==> src/rtl/icache_if.sv <==
// Memory-side refill bus of the instruction cache: a line request/acknowledge
// handshake carrying a line-aligned address out and a 128-bit line back.
interface icache_if;
   logic         mem_req_o;
   logic [31:0]  mem_addr_o;
   logic         mem_ack_i;
   logic [127:0] mem_data_i;

   modport master (
      output mem_req_o,
      output mem_addr_o,
      input  mem_ack_i,
      input  mem_data_i
   );

   modport slave (
      input  mem_req_o,
      input  mem_addr_o,
      output mem_ack_i,
      output mem_data_i
   );
endinterface

==> src/rtl/icache.sv <==
// Direct-mapped read-only instruction cache with 16-byte lines, a same-cycle
// hit path, a stalling refill sequencer and whole-cache invalidation.
module icache #(
   parameter int LINES = 4
) (
   input  logic        clk_i,
   input  logic        rst_i,
   input  logic        req_i,
   input  logic [31:0] pc_i,
   input  logic        invalidate_i,
   output logic [31:0] instr_o,
   output logic        stall_o,
   icache_if.master    mem
);
   localparam int IW = $clog2(LINES);
   localparam int TW = 28 - IW;
   localparam logic [31:0] NOP = 32'h0000_0013;

   typedef enum logic [1:0] {
      S_IDLE,
      S_REQ,
      S_FILL
   } state_e;

   state_e         state_q, state_d;
   logic [31:0]    miss_addr_q, miss_addr_d;
   logic [127:0]   fill_buf_q, fill_buf_d;
   logic           inval_pend_q, inval_pend_d;

   logic           valid_q [LINES];
   logic [TW-1:0]  tag_q   [LINES];
   logic [127:0]   data_q  [LINES];

   logic [IW-1:0]  look_idx;
   logic [TW-1:0]  look_tag;
   logic [1:0]     look_off;
   logic [127:0]   look_line;
   logic [31:0]    look_word;
   logic           hit;

   logic [IW-1:0]  fill_idx;
   logic [TW-1:0]  fill_tag;
   logic           fill_we;
   logic           clear_all;

   logic           unused_pc_bits;
   assign unused_pc_bits = ^pc_i[1:0];

   assign look_idx  = pc_i[IW+3:4];
   assign look_tag  = pc_i[31:IW+4];
   assign look_off  = pc_i[3:2];
   assign look_line = data_q[look_idx];

   assign fill_idx  = miss_addr_q[IW+3:4];
   assign fill_tag  = miss_addr_q[31:IW+4];

   always_comb begin
      look_word = look_line[31:0];
      case (look_off)
         2'd0: look_word = look_line[31:0];
         2'd1: look_word = look_line[63:32];
         2'd2: look_word = look_line[95:64];
         2'd3: look_word = look_line[127:96];
         default: look_word = look_line[31:0];
      endcase
   end

   // A pending invalidate makes the whole cache look empty for the cycle that applies it.
   assign hit = (state_q == S_IDLE) && !inval_pend_q &&
                valid_q[look_idx] && (tag_q[look_idx] == look_tag);

   always_comb begin
      state_d      = state_q;
      miss_addr_d  = miss_addr_q;
      fill_buf_d   = fill_buf_q;
      inval_pend_d = inval_pend_q;
      clear_all    = 1'b0;
      fill_we      = 1'b0;
      stall_o      = 1'b0;
      instr_o      = NOP;
      mem.mem_req_o  = 1'b0;
      mem.mem_addr_o = 32'h0;

      case (state_q)
         S_IDLE: begin
            if (inval_pend_q || invalidate_i) begin
               clear_all = 1'b1;
            end
            inval_pend_d = 1'b0;
            if (req_i) begin
               if (hit) begin
                  instr_o = look_word;
               end else begin
                  stall_o     = 1'b1;
                  miss_addr_d = {pc_i[31:4], 4'b0000};
                  state_d     = S_REQ;
               end
            end
         end

         S_REQ: begin
            stall_o        = 1'b1;
            mem.mem_req_o  = 1'b1;
            mem.mem_addr_o = miss_addr_q;
            if (invalidate_i) begin
               inval_pend_d = 1'b1;
            end
            if (mem.mem_ack_i) begin
               fill_buf_d = mem.mem_data_i;
               state_d    = S_FILL;
            end
         end

         S_FILL: begin
            stall_o = 1'b1;
            fill_we = 1'b1;
            if (invalidate_i) begin
               inval_pend_d = 1'b1;
            end
            state_d = S_IDLE;
         end

         default: begin
            state_d = S_IDLE;
         end
      endcase
   end

   always_ff @(posedge clk_i) begin
      if (rst_i) begin
         state_q      <= S_IDLE;
         miss_addr_q  <= 32'h0;
         inval_pend_q <= 1'b0;
      end else begin
         state_q      <= state_d;
         miss_addr_q  <= miss_addr_d;
         inval_pend_q <= inval_pend_d;
      end
   end

   always_ff @(posedge clk_i) begin
      fill_buf_q <= fill_buf_d;
   end

   // Tag and data carry no reset: the valid bit alone decides whether they mean anything.
   always_ff @(posedge clk_i) begin
      if (fill_we) begin
         tag_q[fill_idx]  <= fill_tag;
         data_q[fill_idx] <= fill_buf_q;
      end
   end

   generate
      for (genvar gi = 0; gi < LINES; gi++) begin : g_valid
         always_ff @(posedge clk_i) begin
            if (rst_i || clear_all) begin
               valid_q[gi] <= 1'b0;
            end else if (fill_we && (fill_idx == IW'(gi))) begin
               valid_q[gi] <= 1'b1;
            end
         end
      end
   endgenerate
endmodule

==> src/flat_wrapper.sv <==
// flat-port wrapper written by rule: the top's interface ports become plain ports
module icache_flat 
#(
   parameter int LINES = 4
)
  (clk_i, rst_i, req_i, pc_i, invalidate_i, instr_o, stall_o, mem_mem_req_o, mem_mem_addr_o, mem_mem_ack_i, mem_mem_data_i);
  icache_if mem_i ();
  input  logic clk_i;
  input  logic rst_i;
  input  logic req_i;
  input  logic [31:0] pc_i;
  input  logic invalidate_i;
  output logic [31:0] instr_o;
  output logic stall_o;
  output wire logic [$bits(mem_i.mem_req_o)-1:0] mem_mem_req_o;
  output wire logic [$bits(mem_i.mem_addr_o)-1:0] mem_mem_addr_o;
  input wire logic [$bits(mem_i.mem_ack_i)-1:0] mem_mem_ack_i;
  input wire logic [$bits(mem_i.mem_data_i)-1:0] mem_mem_data_i;
  assign mem_mem_req_o = mem_i.mem_req_o;
  assign mem_mem_addr_o = mem_i.mem_addr_o;
  assign mem_i.mem_ack_i = mem_mem_ack_i;
  assign mem_i.mem_data_i = mem_mem_data_i;
  icache #(.LINES(LINES)) u_core (.clk_i(clk_i), .rst_i(rst_i), .req_i(req_i), .pc_i(pc_i), .invalidate_i(invalidate_i), .instr_o(instr_o), .stall_o(stall_o), .mem(mem_i));
endmodule
==> config.mk <==
export PLATFORM = sky130hd
export DESIGN_NAME = icache_flat
export DESIGN_NICKNAME = d
export VERILOG_FILES = /design/src/rtl/icache_if.sv /design/src/rtl/icache.sv /design/src/flat_wrapper.sv
export SDC_FILE = /design/constraint.sdc
export NUM_CORES = 1
export LEC_CHECK = 0
export CAP_MARGIN = 20
export CORE_UTILIZATION = 60
export DETAILED_ROUTE_END_ITERATION = 12
export PLACE_DENSITY = 0.85
export SYNTH_ARGS = -nofsm -noshare
export SYNTH_HDL_FRONTEND = slang
export SYNTH_SLANG_ARGS = --single-unit
==> constraint.sdc <==
create_clock -name clk_i -period 23.6 [get_ports clk_i]
set_input_delay 4.72 -clock clk_i [delete_from_list [all_inputs] [get_ports clk_i]]
set_output_delay 4.72 -clock clk_i [all_outputs]
set_load 0.02 [all_outputs]
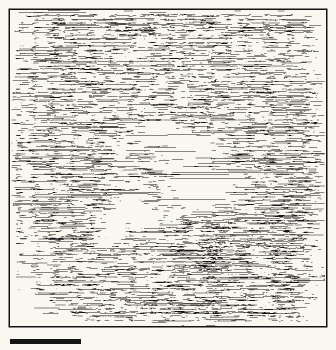
Figure 1: metal 1.
Scale bar: 50 µm.
share of all routed wire = 39%
main direction = horizontal
longest straight run = 92.7 µm
wire length on this layer = 22.7 mm

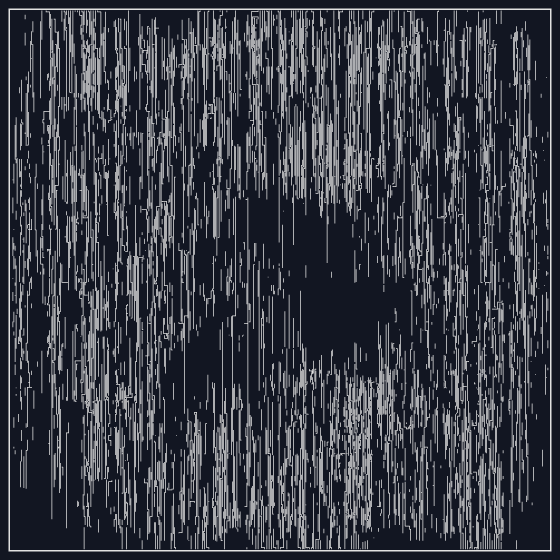
Figure 2: the metal 2 layer.
wire length on this layer = 29.9 mm
main direction = vertical
nets with wire on the layer = 1597
longest straight run = 119 µm

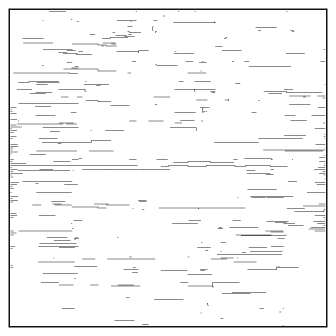
Figure 3: the metal 3 layer.
share of all routed wire = 5.8%
longest straight run = 89.2 µm
wire length on this layer = 3350 µm
nets with wire on the layer = 224
main direction = horizontal

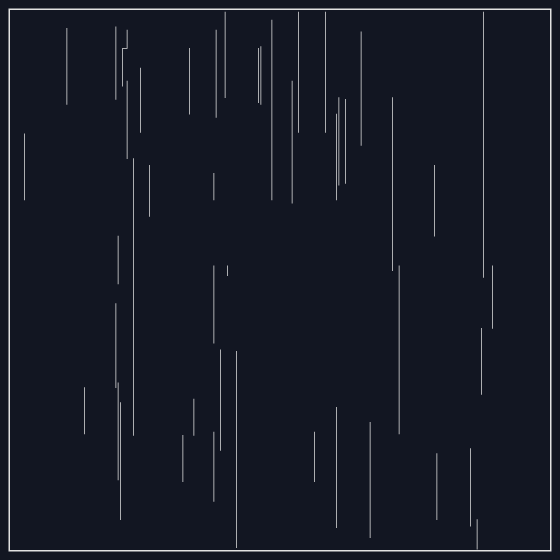
Figure 4: the metal 4 layer.
nets with wire on the layer = 32
longest straight run = 114 µm
main direction = vertical

==> run summary <==
run metrics: worst hold path class reg2reg, worst skew pair latency 0.60 ns, M3 GR Usage 0.0361, Worst Hold End u_core.valid_q[2], layout cells sized above 1 0.195, Top non-seq family multiplexers, worst r2r dst u_core.fill_buf_q[58], Lkg Pwr 11.0 nW, Die Ht 223 µm, Rel. slew slack 0.299, Log Warnings 33, synthesis area per yosys 29300 µm², antenna-violating nets left 0, fillers 2648, clock network area share 0.0647, largest net degree at the start of global routing 119, setup tns final 0 ns, minimum clock period 14.51 ns, fp util 0.610, # Taps a little over 600, Post-CTS Setup Inserts 0, Post-Synth Adder-Cell Area 0.00171, top cells by count edfxtp_1 (747), mux4_2 (178), nand2b_1 (57), hold buffers post-CTS 0, worst r2r src u_core.state_q[1], Gate Count Post-Synth between 1000 and 1500, crit path DRT roughly 19 ns, clkbuf count 87, drt wl/cell 26.1 µm, arrival time of the worst setup path 9.79 ns, invs w/o clock 10, crit end category output port, #MultiIn Comb 437, CTS H-Tree Depth 3, max_cap viols 0, CP most frequent cell buf_4, Combinational Area about 6000 µm², cts bufs inserted 75, initial antenna violation count 5, Hold Crit Start u_core.valid_q[2], Total GRT Usage 0.239, crit path cell chain buf_8, buf_4, buf_4, mux4_2, o2111ai_1, nor4_1, and4_1, nand3_2, buf_16, nor2b_1, clkdlybuf4s50_1, Reg clk slew, reported paths around 0.06 ns, vias after detailed routing 13500, DRC Markers 0, I/O Pins roughly 230, Post-synth EDFFs 747, post-cts resize count 0, Synth area leader edfxtp_1, final period utilization 0.615, max frequency just under 70 MHz, Crit path buffers/inverters 5, Setup CP Type in2out, dpl cell area 32200 µm², Layout Nets 1712, Post-synth regs about 780, Final Cell Area 34400 µm², R2R cell count 7, Die Width 223 µm, Flops 779, XOR-XNOR Cells, Area Fraction 0.00658, Final GP Congestion just over 0.8, logic share of the area 0.171, Final Util 0.718, Fin. Hold Viols 0, Slew Limit Fails 0, clk sinks between 700 and 800, Clock Skews 0.0189 ns, biggest area cells edfxtp_1 (77%), mux4_2 (14%), dfxtp_1 (2.2%), Seq share, synth 0.788, Top class by area flip-flops and latches, DP HPWL 30700 µm, Reg2Reg Setup Slack between 20 and 25 ns, Post-Syn Area 29300 µm², aoi share 0.00658, Initial DRC Count 1326, slowest stage cell, crit path buf_4, CP max stage delay 0.78 ns, worst slew pin tran 1.05 ns, startpoint types input port, CP top delay family buffers and inverters, Netlist cell types about 47, fraction of registers with async set/reset 0, Port-buffer cells 224, layer with the highest usage met2, Core ar. 47900 µm², run status complete, no violations, Clock Tree Buf Depth 3, Buffers, non-clock between 200 and 250, Register Area 23100 µm²
[metal layers]
metal | routed length (µm) | vias to the layer above
li1 | - | 5796
met1 | 22700 | 7047
met2 | 29900 | 552
met5 | 13 | -
met4 | 1740 | 2
met3 | 3350 | 106
[worst reg2reg max path: cells and delay by family (launching register included)]
| kind | cells | cell delay [ns] |
|---|---|---|
| buffers and inverters | 5 | 2.02 |
| and+or+nand+nor | 1 | 0.13 |
| adders and majority gates | 1 | 0.56 |
| DFF | 1 | 0.34 |
[worst max-delay path by stage]
stage	slack, ns	end	cells after the start	start
after CTS	8.44	instr_o[1]	10	pc_i[4]
final	9.09	instr_o[17]	11	pc_i[4]
after global routing	8.53	instr_o[17]	11	pc_i[4]
after global placement	8.51	instr_o[1]	10	pc_i[4]
after detailed placement	8.44	instr_o[1]	10	pc_i[4]
after floorplan	11.81	instr_o[1]	6	pc_i[4]
[metrics by stage]
| step | hold slack [ns] | power (mW) | setup WS, ns | std cells |
|---|---|---|---|---|
| after detailed placement | 0.457 | 1.76 | 8.44 | 2080 |
| after floorplan | 0.435 | 1.69 | 11.81 | 1287 |
| after global routing | 0.485 | 2.92 | 8.53 | 2210 |
| final | 0.477 | 2.83 | 9.09 | 2210 |
| after global placement | 0.447 | 1.75 | 8.51 | 2079 |
| after CTS | 0.472 | 2.86 | 8.44 | 2205 |
[sequential cells by signal, indices dropped and copies added, names as in the netlist]
register,cells
u_core.inval_pend_q,1
u_core.valid_q,4
u_core.state_q,2
u_core.tag_q,104
u_core.data_q,512
u_core.fill_buf_q,128
u_core.miss_addr_q,28
[power breakdown]
part	switching [mW]	internal, mW
clock network	0.481	0.627
registers	0.0200	1.55
logic	0.0752	0.0805
No activity file was given, so power comes from the tool's default toggle rates.
